File: src/rtl/udp_wave_unpack.sv
// Unpacks UDP wave frames (MAGIC, seq, then big-endian 16-bit samples) into a sample strobe stream.
// Optional macro SEQ_CHECK_EN adds per-source sequence tracking and the lost-frame counter.
module udp_wave_unpack #(
  parameter logic [7:0] MAGIC   = 8'hA5,
  parameter int         MAX_SMP = 512
) (
  input  logic        gmii_rx_clk,
  input  logic        rst_n,
  input  logic        rec_en,
  input  logic [7:0]  rec_data,
  input  logic        rec_pkt_done,
  input  logic [15:0] rec_byte_num,
  input  logic [1:0]  wave_source,
  output logic        smp_valid,
  output logic [15:0] smp_data,
  output logic [1:0]  smp_src,
  output logic [9:0]  smp_idx,
  output logic        frame_done,
  output logic        frame_err,
  output logic [9:0]  smp_cnt,
  output logic [15:0] lost_cnt
);
  typedef enum logic [2:0] {IDLE, SEQ, HI, LO, DROP} state_e;
  localparam logic [9:0] MAX_IDX = 10'(MAX_SMP);

  state_e      st_q, st_byte, st_d;
  logic [1:0]  src_q, src_d;
  logic [7:0]  hi_q, hi_d;
  logic [9:0]  idx_q, idx_byte, idx_d;
  logic        emit, close, clean;
  logic        smp_valid_q, frame_done_q, frame_err_q;
  logic [15:0] smp_data_q;
  logic [9:0]  smp_idx_q, smp_cnt_q;

  always_ff @(posedge gmii_rx_clk or negedge rst_n)
    if (!rst_n) st_q <= IDLE;
    else        st_q <= st_d;

  // st_byte is the state after consuming this cycle's byte; a coincident
  // rec_pkt_done then closes the frame based on that updated state.
  always_comb begin
    st_byte = st_q;
    src_d   = src_q;
    hi_d    = hi_q;
    if (rec_en) begin
      case (st_q)
        IDLE: begin
          src_d   = wave_source;
          st_byte = (rec_data == MAGIC && (wave_source == 2'b01 || wave_source == 2'b10))
                    ? SEQ : DROP;
        end
        SEQ:     st_byte = HI;
        HI: begin
          hi_d    = rec_data;
          st_byte = LO;
        end
        LO:      st_byte = (idx_q == MAX_IDX) ? DROP : HI;
        default: st_byte = st_q;
      endcase
    end
    st_d = rec_pkt_done ? IDLE : st_byte;
  end

  always_comb begin
    emit     = rec_en && (st_q == LO) && (idx_q != MAX_IDX);
    idx_byte = emit ? idx_q + 10'd1 : idx_q;
    idx_d    = rec_pkt_done ? '0 : idx_byte;
    close    = rec_pkt_done && (st_byte != IDLE);
    clean    = close && (st_byte == HI) && (idx_byte != '0) &&
               (rec_byte_num == 16'd2 + {5'd0, idx_byte, 1'b0});
  end

  always_ff @(posedge gmii_rx_clk or negedge rst_n)
    if (!rst_n) begin
      src_q        <= '0;
      hi_q         <= '0;
      idx_q        <= '0;
      smp_valid_q  <= 1'b0;
      smp_data_q   <= '0;
      smp_idx_q    <= '0;
      frame_done_q <= 1'b0;
      frame_err_q  <= 1'b0;
      smp_cnt_q    <= '0;
    end else begin
      src_q        <= src_d;
      hi_q         <= hi_d;
      idx_q        <= idx_d;
      smp_valid_q  <= emit;
      frame_done_q <= clean;
      frame_err_q  <= close && !clean;
      if (emit) begin
        smp_data_q <= {hi_q, rec_data};
        smp_idx_q  <= idx_q;
      end
      if (close) smp_cnt_q <= idx_byte;
    end

  assign smp_valid  = smp_valid_q;
  assign smp_data   = smp_data_q;
  assign smp_src    = src_q;
  assign smp_idx    = smp_idx_q;
  assign frame_done = frame_done_q;
  assign frame_err  = frame_err_q;
  assign smp_cnt    = smp_cnt_q;

`ifdef SEQ_CHECK_EN
  logic [7:0]  seq_q, exp_a_q, exp_b_q, gap;
  logic        init_a_q, init_b_q, known;
  logic [15:0] lost_q;
  logic [16:0] sum;

  // Loss is counted and the expectation advanced only on clean frames.
  always_comb begin
    known = (src_q == 2'b01) ? init_a_q : init_b_q;
    gap   = seq_q - ((src_q == 2'b01) ? exp_a_q : exp_b_q);
    sum   = {1'b0, lost_q} + {9'd0, gap};
  end

  always_ff @(posedge gmii_rx_clk or negedge rst_n)
    if (!rst_n) begin
      seq_q    <= '0;
      exp_a_q  <= '0;
      exp_b_q  <= '0;
      init_a_q <= 1'b0;
      init_b_q <= 1'b0;
      lost_q   <= '0;
    end else begin
      if (rec_en && st_q == SEQ) seq_q <= rec_data;
      if (clean) begin
        if (known) lost_q <= sum[16] ? 16'hFFFF : sum[15:0];
        if (src_q == 2'b01) begin
          exp_a_q  <= seq_q + 8'd1;
          init_a_q <= 1'b1;
        end else begin
          exp_b_q  <= seq_q + 8'd1;
          init_b_q <= 1'b1;
        end
      end
    end

  assign lost_cnt = lost_q;
`else
  assign lost_cnt = '0;
`endif

endmodule

File: config.mk
export PLATFORM = sky130hd
export DESIGN_NAME = udp_wave_unpack
export DESIGN_NICKNAME = d
export VERILOG_FILES = /design/src/rtl/udp_wave_unpack.sv
export SDC_FILE = /design/constraint.sdc
export NUM_CORES = 1
export LEC_CHECK = 0
export CAP_MARGIN = 20
export CORE_UTILIZATION = 52
export CTS_BUF_LIST = sky130_fd_sc_hd__clkbuf_16
export CTS_CLUSTER_SIZE = 16
export DETAILED_ROUTE_END_ITERATION = 8
export PLACE_DENSITY = 0.82
export SLEW_MARGIN = 40
export SYNTH_ARGS = -nofsm -noshare
export SYNTH_HDL_FRONTEND = slang
export SYNTH_SLANG_ARGS = --single-unit
File: constraint.sdc
create_clock -name gmii_rx_clk -period 6.7 [get_ports gmii_rx_clk]
set_input_delay 1.675 -clock gmii_rx_clk [delete_from_list [all_inputs] [get_ports gmii_rx_clk]]
set_output_delay 1.675 -clock gmii_rx_clk [all_outputs]
set_load 0.03 [all_outputs]
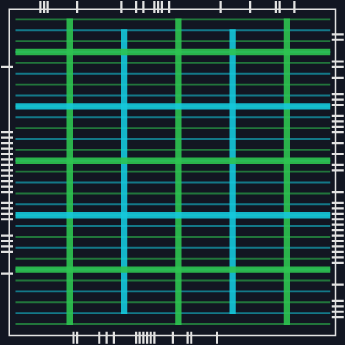
Figure 1: power grid.
Drawn at 4 px/um. Pins as bars on the die edge.
- cyan: VDD
- green: VSS
- met4 straps: 5
- rows: 28
- met5 straps: 5
- met1 rails: 29
chip height: 81.2 um
die width: 81.2 um

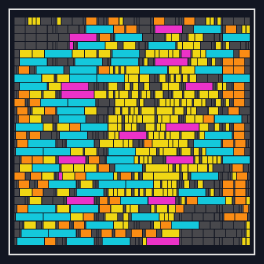
Figure 2: placement by cell class.
Drawn at 3 px/um. Fill, decap, tap and diode cells in grey.
- cyan: flip-flops (cells 62; share of their area 37%)
- yellow: all other logic (cells 230; share of their area 38%)
- magenta: clock drivers and dummy loads (cells 16; share of their area 8.5%)
- orange: other buffers and delay cells (cells 74; share of their area 17%)
sequential cell area share: 35.8%
Finished Core Util: 72.2%
CORE AREA: 5990 sq um
post-route cell area: 4330 sq um

==> flow_summary.yaml <==
# yosys + openroad results
status:
  status: "finished, final reports clean"
critical_path:
  end_kind: "register"
  r2r-end: "frame_err"
  reg2reg_slack_ns: 2.99
  crit_family: "simple AND/OR/NAND/NOR gates"
  cp.required_ns: 6.90
  reg2regPathDepth: 13
  crit_buf_inv: 3
  timing.rr.start: "idx_q[8]"
  path_depth: 14
  crit_chain: "clkdlybuf4s50_1 > nand4b_4 > a31oi_4 > xnor2_1 > inv_1 > ha_1 > inv_1 > nor4_1 > a21oi_1 > or3b_1 > o211ai_1 > a221oi_1 > nor3_1 > a31oi_1"
  endpoint: "frame_err"
  crit_arrival_ns: 5.02
floorplanning:
  initial_core_util_pct: 54.5
  dieArea_sq_um: 6600
clocking:
  htree_levels: 3
  cts-buffers-inserted: 9
  clk_latency_ns: 0.33
  ctsResizeCount: 0
  clock_tree.buffer_depth: 2
  clk_pin_slew_ns: 0.05
  cts_tree: "yes"
finish:
  largest_reg_flops: 16
  antenna_cells: 0
  n_all_inverters: 9
  buffers: 74
  design.seq.count: 62
  flop_area_sq_um: 1550
  final_layout_size_suffix_gt1_share_pct: 17.5
  final_common_cell: "clkdlybuf4s50_1"
  largest_class: "combinational gates"
  nonClkBufAreaFrac_pct: 16.9
  area_delta_synth_final_pct: 32.6
  num-clock-buffers: 9
  area.combinational_sq_um: 1560
  sh_comb_area_pct: 36.0
  final_nets: 411
  final_cell_mix: "clkdlybuf4s50_1 (69), dfrtp_1 (62), mux2_2 (35)"
  num-multi-input-gates: 221
power_and_ir_drop:
  p_sw_share_pct: 20.7
  seq_power_share_pct: 37.5
final_timing:
  min_period_over_period_pct: 72.0
  setup-violations-final: 0
  slew_headroom_pct: 49.0
  clock_skew_ns: 0.00470
  rsz0062_at_grt: "no"
  min_period_ns: 4.83
  hold_viol_final: 0
  fmax_mhz: 207
global_route:
  grt_max_degree: 63
  grt_usage_pct: 24.7
  grt_pass1_vias: 2554
  gr-usage-met1_pct: 30.0
drt:
  met1_length_mm: 3.19
  dr_total_vias: 2530
  dr.first_iter.drc_count: 95
  wirelength_mm: 7.31
  wl_met3_um: 463
  ant_nets: 0
  first_pass_iters: 4
  drc: 0
synth:
  ff_type: "dfrtp_1"
  avgSynthCellArea_sq_um: 10.6
  synthArstFlopShare_pct: 100
  ys_warn_count: 0
  ys_seq_share_pct: 47.5
place:
  io_buffers: 70
  dp_hpwl_mm: 4.90
hold_path:
  min_to: "smp_cnt[6]"
  holdCritStartpoint: "smp_cnt[6]"
job:
  warning_count: 28
[power groups by stage]
| stage | clock network (mW) | registers, mW | logic, mW |
|---|---|---|---|
| floorplan | 0 | 0.390 | 0.0336 |
| global placement | 0 | 0.386 | 0.0650 |
| detailed placement | 0 | 0.386 | 0.0656 |
| CTS | 0.573 | 0.379 | 0.0660 |
| global route | 0.585 | 0.380 | 0.0715 |
| finish | 0.567 | 0.379 | 0.0656 |
[logic make-up after synthesis]
family	share of synthesized area, %
xor gates and xnor gates	5.90
DFF	47.5
adders and majority gates	1.53
and+or+nand+nor	15.6
other	0.115
AOI/OAI and AO/OA	10.0
buffers and inverters	7.13
muxes	12.1
[tightest hold or removal path, cell delays in order, from the launching register on]
cell	delay, ns
dfrtp_1	0.34
nand2_1	0.04
o21ai_0	0.06
[synthesized netlist by cell type (2+ instances only)]
master,n,area [sq um]
a21oi_1,11,55.1
a31oi_1,4,25.0
and3_1,3,18.8
and4b_1,3,30.0
buf_2,3,15.0
buf_4,19,143
clkbuf_1,7,26.3
dfrtp_1,62,1550
ha_1,4,50.1
inv_1,9,33.8
mux2_2,35,394
nand2_1,22,82.6
nand2b_1,2,12.5
nand3_1,7,35.0
nand4_1,3,18.8
nor2_1,28,105
nor3_1,8,40.0
nor3b_1,2,15.0
nor4_1,4,25.0
o211ai_1,2,15.0
o21ai_0,17,85.1
or3_1,2,12.5
xnor2_1,17,149
xor2_1,5,43.8
[stage by stage]
step	power (mW)	instance area (sq um)	cells	setup slack [ns]
finish	1.01	4330	457	1.87
CTS	1.02	4320	457	1.95
detailed placement	0.452	3960	441	1.70
global route	1.04	4330	457	1.70
global placement	0.451	3960	441	1.84
floorplan	0.424	3320	323	2.07
Power figures rest on the tool's default switching activity, not on a simulated workload.
